$ cat config.mk
export PLATFORM = sky130hd
export DESIGN_NAME = l3_glb_read_arb_flat
export DESIGN_NICKNAME = d
export VERILOG_FILES = /design/src/rtl/l3_glb_read_arb_pkg.sv /design/src/rtl/l3_glb_read_arb_if.sv /design/src/rtl/l3_glb_read_arb_rr_arbiter.sv /design/src/rtl/l3_glb_read_arb.sv /design/src/flat_wrapper.sv
export SDC_FILE = /design/constraint.sdc
export NUM_CORES = 1
export LEC_CHECK = 0
export ABC_AREA = 1
export CAP_MARGIN = 25
export CELL_PAD_IN_SITES_DETAIL_PLACEMENT = 0
export CELL_PAD_IN_SITES_GLOBAL_PLACEMENT = 2
export CORE_AREA = 2 2 490 492
export DETAILED_ROUTE_END_ITERATION = 10
export DIE_AREA = 0 0 492 494
export PLACE_DENSITY_LB_ADDON = 0.1
export SLEW_MARGIN = 10
export SYNTH_ARGS = -nofsm -noshare
export SYNTH_HDL_FRONTEND = slang
export SYNTH_SLANG_ARGS = --single-unit
export TNS_END_PERCENT = 1
$ cat constraint.sdc
create_clock -name clk -period 5.75 [get_ports clk]
set_input_delay 1.15 -clock clk [delete_from_list [all_inputs] [get_ports clk]]
set_output_delay 1.15 -clock clk [all_outputs]
set_load 0.05 [all_outputs]
$ cat src/rtl/l3_glb_read_arb_pkg.sv
// Shared token_engine definitions for the GLB read arbiter: parameter defaults and the
// read-return tag carried alongside each outstanding GLB read.
package l3_glb_read_arb_pkg;

  localparam int NUM_REQ_DEF = 32;
  localparam int RD_LAT_DEF  = 2;
  localparam int DATA_W_DEF  = 32;
  localparam int ADDR_W      = 32;
  localparam int ID_W        = $clog2(NUM_REQ_DEF);

  typedef struct packed {
    logic            valid;
    logic [ID_W-1:0] id;
  } tag_t;

  // Round-robin successor of a lane, wrapping at the last lane.
  function automatic logic [ID_W-1:0] next_lane(input logic [ID_W-1:0] lane, input int num_req);
    return (int'(lane) == num_req - 1) ? '0 : lane + ID_W'(1);
  endfunction

endpackage

$ cat src/rtl/l3_glb_read_arb_if.sv
// Lane request/flush/grant, GLB read port and FIFO push bundle of the GLB read arbiter.
// master = arbiter side, slave = lanes + GLB side.
interface l3_glb_read_arb_if
  import l3_glb_read_arb_pkg::*;
#(
  parameter int NUM_REQ = NUM_REQ_DEF,
  parameter int DATA_W  = DATA_W_DEF
);

  logic [NUM_REQ-1:0]             rd_req_i;
  logic [NUM_REQ-1:0][ADDR_W-1:0] rd_addr_i;
  logic [NUM_REQ-1:0]             flush_i;
  logic [NUM_REQ-1:0]             grant_o;
  logic                           glb_rd_ready_i;
  logic                           glb_rd_en_o;
  logic [ADDR_W-1:0]              glb_rd_addr_o;
  logic [DATA_W-1:0]              glb_rd_data_i;
  logic [NUM_REQ-1:0]             push_en_o;
  logic [DATA_W-1:0]              push_data_o;
  logic                           busy_o;

  modport master (
    input  rd_req_i, rd_addr_i, flush_i, glb_rd_ready_i, glb_rd_data_i,
    output grant_o, glb_rd_en_o, glb_rd_addr_o, push_en_o, push_data_o, busy_o
  );

  modport slave (
    output rd_req_i, rd_addr_i, flush_i, glb_rd_ready_i, glb_rd_data_i,
    input  grant_o, glb_rd_en_o, glb_rd_addr_o, push_en_o, push_data_o, busy_o
  );

endinterface

$ cat src/rtl/l3_glb_read_arb_rr_arbiter.sv
// Combinational round-robin pick: lowest requesting lane at or above ptr, else lowest overall.
// Zero latency; an empty request vector gives an all-zero grant.
module l3_glb_read_arb_rr_arbiter #(
  parameter int NUM_REQ = 32,
  parameter int PTR_W   = 5
) (
  input  logic [NUM_REQ-1:0] req,
  input  logic [PTR_W-1:0]   ptr,
  output logic [NUM_REQ-1:0] grant
);

  logic [NUM_REQ-1:0] ptr_mask;
  logic [NUM_REQ-1:0] req_hi;
  logic [NUM_REQ-1:0] pick;

  assign ptr_mask = {NUM_REQ{1'b1}} << ptr;
  assign req_hi   = req & ptr_mask;
  // Nothing at/above the pointer means the search wraps to lane 0.
  assign pick     = (|req_hi) ? req_hi : req;
  assign grant    = pick & ((~pick) + NUM_REQ'(1));

endmodule

$ cat src/rtl/l3_glb_read_arb.sv
// Round-robin GLB read arbiter: combinational grant, registered read strobe/address next cycle,
// FIFO push RD_LAT cycles later; no grant while the GLB port is not ready, returns never stall.
module l3_glb_read_arb
  import l3_glb_read_arb_pkg::*;
#(
  parameter int NUM_REQ = NUM_REQ_DEF,
  parameter int RD_LAT  = RD_LAT_DEF,
  parameter int DATA_W  = DATA_W_DEF
) (
  input  logic              clk,
  input  logic              rst,
  l3_glb_read_arb_if.master bus
);

  logic [NUM_REQ-1:0] eligible;
  logic [NUM_REQ-1:0] arb_grant;
  logic               grant_any;
  logic [ID_W-1:0]    winner;
  logic [ID_W-1:0]    rr_ptr;
  logic [NUM_REQ-1:0] push_en;
  logic [DATA_W-1:0]  push_data;
  logic               busy;

  tag_t tag_q    [RD_LAT+1];
  tag_t tag_live [RD_LAT+1];

  assign eligible = bus.glb_rd_ready_i ? (bus.rd_req_i & ~bus.flush_i) : '0;

  l3_glb_read_arb_rr_arbiter #(
    .NUM_REQ (NUM_REQ),
    .PTR_W   (ID_W)
  ) u_rr_arbiter (
    .req   (eligible),
    .ptr   (rr_ptr),
    .grant (arb_grant)
  );

  assign grant_any   = |arb_grant;
  assign bus.grant_o = rst ? '0 : arb_grant;

  always_comb begin
    winner = '0;
    for (int i = 0; i < NUM_REQ; i++) begin
      if (arb_grant[i]) winner = ID_W'(i);
    end
  end

  always_ff @(posedge clk or posedge rst) begin
    if (rst) begin
      rr_ptr <= '0;
    end else if (grant_any) begin
      rr_ptr <= next_lane(winner, NUM_REQ);
    end
  end

  always_ff @(posedge clk or posedge rst) begin
    if (rst) begin
      bus.glb_rd_en_o   <= 1'b0;
      bus.glb_rd_addr_o <= '0;
    end else begin
      bus.glb_rd_en_o <= grant_any;
      if (grant_any) bus.glb_rd_addr_o <= bus.rd_addr_i[winner];
    end
  end

  // A flushed lane loses its outstanding tags in the very cycle the flush is seen.
  always_comb begin
    for (int i = 0; i <= RD_LAT; i++) begin
      tag_live[i]       = tag_q[i];
      tag_live[i].valid = tag_q[i].valid & ~bus.flush_i[tag_q[i].id];
    end
  end

  always_ff @(posedge clk or posedge rst) begin
    if (rst) begin
      for (int i = 0; i <= RD_LAT; i++) tag_q[i] <= '0;
    end else begin
      tag_q[0] <= '{valid: grant_any, id: winner};
      for (int i = 1; i <= RD_LAT; i++) tag_q[i] <= tag_live[i-1];
    end
  end

  always_comb begin
    push_en = '0;
    if (tag_live[RD_LAT].valid) push_en[tag_live[RD_LAT].id] = 1'b1;
  end

  always_comb begin
    busy = 1'b0;
    for (int i = 0; i <= RD_LAT; i++) busy = busy | tag_live[i].valid;
  end

  assign push_data       = bus.glb_rd_data_i;
  assign bus.push_en_o   = push_en;
  assign bus.push_data_o = push_data;
  assign bus.busy_o      = busy;

endmodule
$ cat src/flat_wrapper.sv
// flat-port wrapper written by rule: the top's interface ports become plain ports
module l3_glb_read_arb_flat import l3_glb_read_arb_pkg::*;
#(
  parameter int NUM_REQ = NUM_REQ_DEF,
  parameter int RD_LAT  = RD_LAT_DEF,
  parameter int DATA_W  = DATA_W_DEF
)
  (clk, rst, bus_rd_req_i, bus_rd_addr_i, bus_flush_i, bus_glb_rd_ready_i, bus_glb_rd_data_i, bus_grant_o, bus_glb_rd_en_o, bus_glb_rd_addr_o, bus_push_en_o, bus_push_data_o, bus_busy_o);
  l3_glb_read_arb_if #(.NUM_REQ(NUM_REQ), .DATA_W(DATA_W)) bus_i ();
  input  logic clk;
  input  logic rst;
  input wire logic [$bits(bus_i.rd_req_i)-1:0] bus_rd_req_i;
  input wire logic [$bits(bus_i.rd_addr_i)-1:0] bus_rd_addr_i;
  input wire logic [$bits(bus_i.flush_i)-1:0] bus_flush_i;
  input wire logic [$bits(bus_i.glb_rd_ready_i)-1:0] bus_glb_rd_ready_i;
  input wire logic [$bits(bus_i.glb_rd_data_i)-1:0] bus_glb_rd_data_i;
  output wire logic [$bits(bus_i.grant_o)-1:0] bus_grant_o;
  output wire logic [$bits(bus_i.glb_rd_en_o)-1:0] bus_glb_rd_en_o;
  output wire logic [$bits(bus_i.glb_rd_addr_o)-1:0] bus_glb_rd_addr_o;
  output wire logic [$bits(bus_i.push_en_o)-1:0] bus_push_en_o;
  output wire logic [$bits(bus_i.push_data_o)-1:0] bus_push_data_o;
  output wire logic [$bits(bus_i.busy_o)-1:0] bus_busy_o;
  assign bus_i.rd_req_i = bus_rd_req_i;
  assign bus_i.rd_addr_i = bus_rd_addr_i;
  assign bus_i.flush_i = bus_flush_i;
  assign bus_i.glb_rd_ready_i = bus_glb_rd_ready_i;
  assign bus_i.glb_rd_data_i = bus_glb_rd_data_i;
  assign bus_grant_o = bus_i.grant_o;
  assign bus_glb_rd_en_o = bus_i.glb_rd_en_o;
  assign bus_glb_rd_addr_o = bus_i.glb_rd_addr_o;
  assign bus_push_en_o = bus_i.push_en_o;
  assign bus_push_data_o = bus_i.push_data_o;
  assign bus_busy_o = bus_i.busy_o;
  l3_glb_read_arb #(.NUM_REQ(NUM_REQ), .RD_LAT(RD_LAT), .DATA_W(DATA_W)) u_core (.clk(clk), .rst(rst), .bus(bus_i));
endmodule
Figure 1. Routing congestion (run 1).
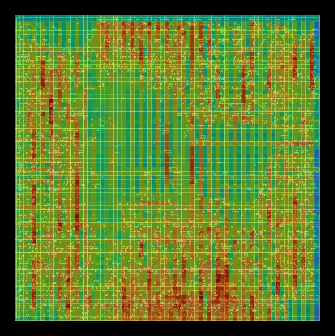
drt wl/cell: 27.29 um
GRT Resource Usage Total: 18.61%
met3 Use GR: 4.420%

Figure 2. Met4 routing (run 1).
(1 px per um)
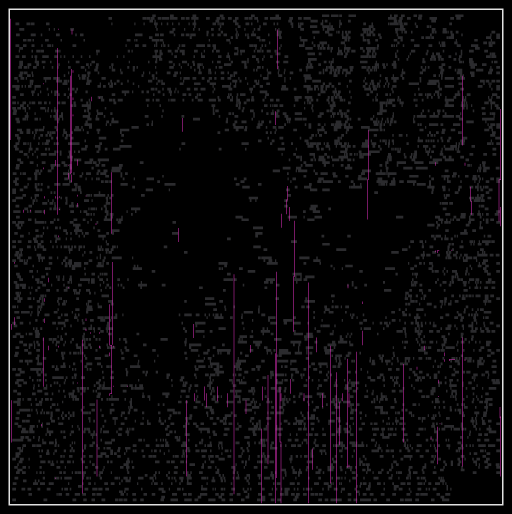
The layer holds 1.7% of the routed length. 115 nets have wire on it.

==> Changelog: implementation, run 1 <==
## Implementation

- Status: completed
- WS Path Type: in -> out
- DR vias: 32810
- Worst Path Max Fanout: 12
- Die area: 243000 um2
- Iter 0 DRT Violations: 1958
- Ys flops: 55
- Ao+oa area frac: 4.321%
- Max Clk Rate: 180.7 MHz
- Yosys chip area: 19780 um2
- Sequential power share: 3.5%
- Io pins: 1253
- Setup_tns: 0 ns
- Hold Crit Start: u_core.tag_live[10]
- Final tally of max-slew violations: 0
- Top pwr grp: combinational logic
- Finish-stage setup viols: 0
- Port bufs: 1188
- Yosys stat cell total: 4145
- Crit Reg-Reg Startpoint: u_core.rr_ptr[3]
- Biggest area cells: nand3_1 22%, inv_1 19%, nand2_1 19%
- Top reg by flops: u_core.bus.glb_rd_addr_o
- Crit path top cell by count: nand2_1
- Max reg flops: 32
- RSZ-0062 raised after global routing: true
- Max layer used: met5
- Fin crit share: 96.26%
- Power density cells: 645.2 nW/um2
- Power Total: 0.02638 W
- Hold Path Stages: 0
- Sw frac: 62.04%
- Count leader, synth: inv_1
- Placed Cells: 8642
- Die Wd: 492 um
- Gate power share: 94.6%
- Adder Area Share: 0.1898%
- Post-synth top cells: 1018 x inv_1, 993 x nand2_1, 885 x nand3_1
- Tool Warnings: 29
- Clk slew on worst S/H paths: 0.12 ns
- FP Util: 8.331%
- CP arrival: 4.38 ns
- Num CTS Buffers: 5
- Mux share: 0%
- Cell Type Count: 44
- Dominant comb cell: simple AND/OR/NAND/NOR gates
- Root Driver: clkbuf_16
- Sink Count: 55
- Grt ovf: 0
Figure 3. Wiring by layer (run 1).
(1 px per um)
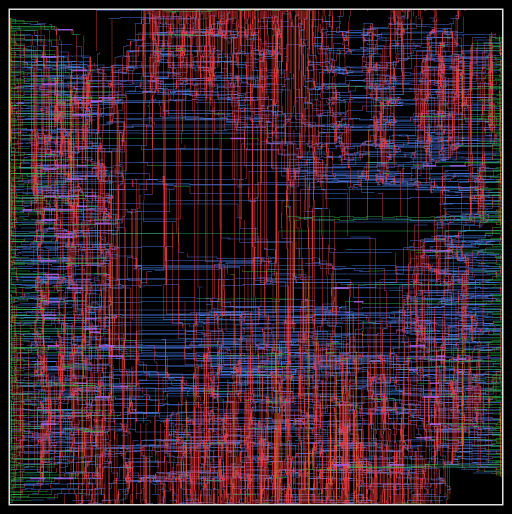
Key: green = met3 [wire length 14100 um]; blue = met1 [wire length 104 mm]; red = met2 [wire length 115 mm]; purple = met5 [wire length 733 um]; orange = met4 [wire length 4040 um]

-- run 1: repair_timing --
item                                   4_1_cts  5_1_grt
endpoints found under the hold margin        0        0
gates resized                               59      166
pin swaps                                    2       18
setup endpoints to repair                   49       45
gates cloned                                 2        9
setup buffers                                1       24
-- run 1: cells in the final DEF (no fill, tap or decap), drive strengths merged, types with 2 or more instances in the layout --
| cell type | instances |
|---|---|
| nand4 | 441 |
| buf | 561 |
| nor2 | 194 |
| clkdlybuf4s50 | 1135 |
| o221ai | 4 |
| dlymetal6s2s | 20 |
| nand2 | 998 |
| diode | 24 |
| nor3 | 12 |
| o211ai | 7 |
| a21oi | 46 |
| nor4 | 2 |
| o22ai | 2 |
| o21ai | 75 |
| clkbuf | 15 |
| dfrtp | 55 |
| nand3b | 8 |
| a2111oi | 2 |
| inv | 1028 |
| nand3 | 888 |
| a221oi | 2 |
| ha | 3 |
| bufinv | 2 |
| a22oi | 10 |
-- run 1: metrics by stage --
step | utilization (%) | setup WS [ns] | hold WS (ns) | instance area, um2
2_1_floorplan | - | 0.5044 | 0.3519 | 19780
3_3_place_gp | 16.53 | -1.377 | 0.4255 | 39250
3_5_place_dp | 16.53 | -1.227 | 0.4031 | 39250
4_1_cts | 16.75 | -0.04449 | 0.3917 | 39770
5_1_grt | 17.20 | -0.05827 | 0.4161 | 40840
6_report | 17.22 | 0.2152 | 0.3891 | 40890
-- run 1: cell type report --
cell class	count	area, um2
clock buffers	6	128.9
diodes	24	60.06
fillers	27980	196500
well taps	3167	3963
clock inverters	2	60.06
flip-flops and latches	55	1376
inverters	1029	3890
repair buffers	1726	17900
multi-input cells	2701	13510
Figure 4. Clock network drawn from the DEF (run 1).
(1 px per um)
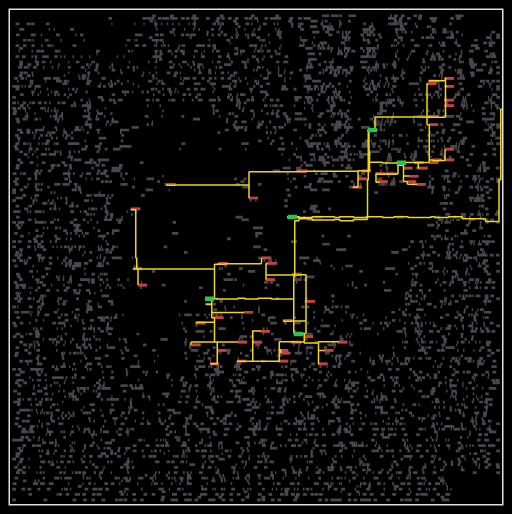

--- run 2 (diff from run 1) ---
--- a/config.mk
+++ b/config.mk
@@ -9,9 +9,9 @@
 export CAP_MARGIN = 25
 export CELL_PAD_IN_SITES_DETAIL_PLACEMENT = 0
 export CELL_PAD_IN_SITES_GLOBAL_PLACEMENT = 2
-export CORE_AREA = 2 2 490 492
+export CORE_AREA = 3 3 491 493
 export DETAILED_ROUTE_END_ITERATION = 10
-export DIE_AREA = 0 0 492 494
+export DIE_AREA = 0 0 494 496
 export PLACE_DENSITY_LB_ADDON = 0.1
 export SLEW_MARGIN = 10
 export SYNTH_ARGS = -nofsm -noshare
==> constraint.sdc (replaced) <==
create_clock -name clk -period 5.2 [get_ports clk]
set_input_delay 1.04 -clock clk [delete_from_list [all_inputs] [get_ports clk]]
set_output_delay 1.04 -clock clk [all_outputs]
set_load 0.05 [all_outputs]
Figure 5. Clock network drawn from the DEF (run 2).
(1 px per um)
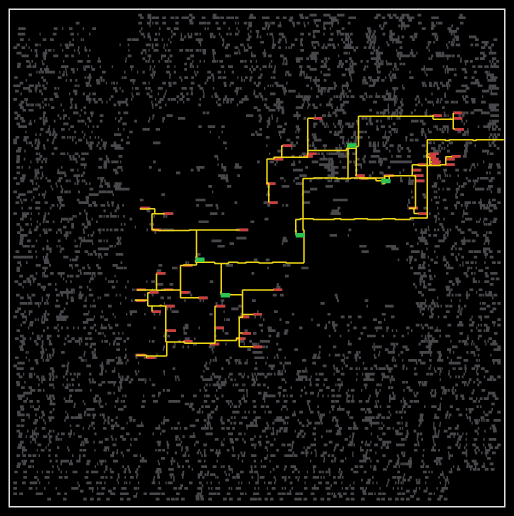
Key: yellow = clock wires [length 1930 um]; red = flip-flops [count 55]; green = cells driving clock nets [count 5]
There are 6 routed clock nets.

==> run 2 against run 1 <==
The flow now finishes with violations (setup timing). Via count increased by 0.24%. Combinational power up 12%. Clock skew fell by 0.0060 ns. First-iteration DRC count increased by 2.1%. Critical path type unchanged.
==> Changelog: implementation, run 2 <==
## Implementation

- CP arrival: 4.21 ns
- Yosys stat cell total: 4145
- Hold Path Stages: 2
- Die Wd: 494 um
- Nonclk buf count: 1753
- Data buffer area share: 43.96%
- Post-synth top cells: 1018 x inv_1, 993 x nand2_1, 885 x nand3_1
- Num CTS Buffers: 5
- Cts hold-fix bufs: 0
- Post-CTS resize count: 233
- Final tally of max-slew violations: 0
- Tool Warnings: 29
- Io pins: 1253
- # clk buffers: 6
- Status: finished, violations left
- Most frequent cells in the layout: 1102 x clkdlybuf4s50_1, 1013 x inv_1, 920 x nand2_1
- WS Path Type: in -> out
- Setup bufs post-CTS: 19
- Clk slew on worst S/H paths: 0.09 ns
- Util after Layout: 17.63%
- Hold slack final: 0.5121 ns
- Yosys chip area: 19780 um2
- Grt ovf: 0
- Top reg by flops: u_core.bus.glb_rd_addr_o
- Max Clk Rate: 190.4 MHz
- Sequential power share: 3.6%
- Dominant logic cell type in the layout: clkdlybuf4s50_1
- Final clock-cell share: 0.3469%
- Invs w/o clock: 1029
- Sink Count: 55
- Leading cell kind: buffers
- Mux share: 0%
- Die area: 245000 um2
- Placed Cells: 8669
- Number of logic gates: 2701
- Logic area: 13970 um2
- Root Driver: clkbuf_16
- Setup WS post-layout: -0.05323 ns
- FILL cells: 27900
- Power density cells: 706.1 nW/um2
- # Taps: 3167
- FP Util: 8.331%
- Gate power share: 94.9%
- Finish-stage setup viols: 1
- Failing checks: setup timing
- Top pwr grp: combinational logic
- Nets@finish: 6671
- Ao+oa area frac: 4.321%
- Flop share of the area: 3.289%
- Hold Crit Start: u_core.bus.glb_rd_addr_o[25]
- Adder Area Share: 0.1898%
- DR vias: 32890
- GRT Resource Usage Total: 18.70%
- Fin crit share: 101.0%
- Dominant comb cell: simple AND/OR/NAND/NOR gates
- Ys flops: 55
==> run 2: how the worst max path moves through the flow <==
stage | start | cells after the start | end
4_1_cts | bus_rd_req_i[16] | 28 | bus_grant_o[31]
3_5_place_dp | bus_glb_rd_ready_i | 29 | u_core.bus.glb_rd_addr_o[19]
2_1_floorplan | bus_glb_rd_ready_i | 23 | bus_grant_o[31]
3_3_place_gp | bus_glb_rd_ready_i | 29 | u_core.bus.glb_rd_addr_o[19]
5_1_grt | bus_flush_i[28] | 34 | u_core.bus.glb_rd_addr_o[18]
6_report | bus_rd_req_i[23] | 22 | bus_grant_o[31]
==> run 2: critical path: stages <==
cell and delay, ns:
clkdlybuf4s50_1 0.53, nand2_1 0.07, nor2_1 0.17, nand2_1 0.07
nand2_1 0.07, nor2_1 0.04, nand2_1 0.10, nor2_4 0.06
buf_12 0.14, nand2_8 0.07, buf_6 0.14, o21ai_1 0.12
buf_4 0.17, or2_2 0.31, nor2_4 0.18, buf_6 0.13
nand4_4 0.12, buf_12 0.17, buf_12 0.12, buf_8 0.12
nor2_4 0.11, buf_12 0.15
==> run 2: per-layer routing <==
layer | vias up | GRT usage (%) | wire length (um)
met5 | - | 0 | 672
met4 | 98 | 2.276 | 3223
met3 | 223 | 4.453 | 14960
met2 | 1053 | 33.51 | 118700
met1 | 15550 | 23.12 | 101800
li1 | 15970 | - | -
==> run 2: through the flow <==
step	total power [W]	area, um2	TNS, ns	setup slack [ns]
after CTS	0.03001	41050	-5.135	-0.1708
after floorplan	0.01218	19780	0	0.1744
after detailed placement	0.02757	39550	-47.96	-1.335
after global placement	0.02775	39550	-50.39	-1.372
after global routing	0.03220	41770	-8.528	-0.2847
final	0.02954	41840	-0.05323	-0.05323
Power is estimated from default activity; no workload was simulated.
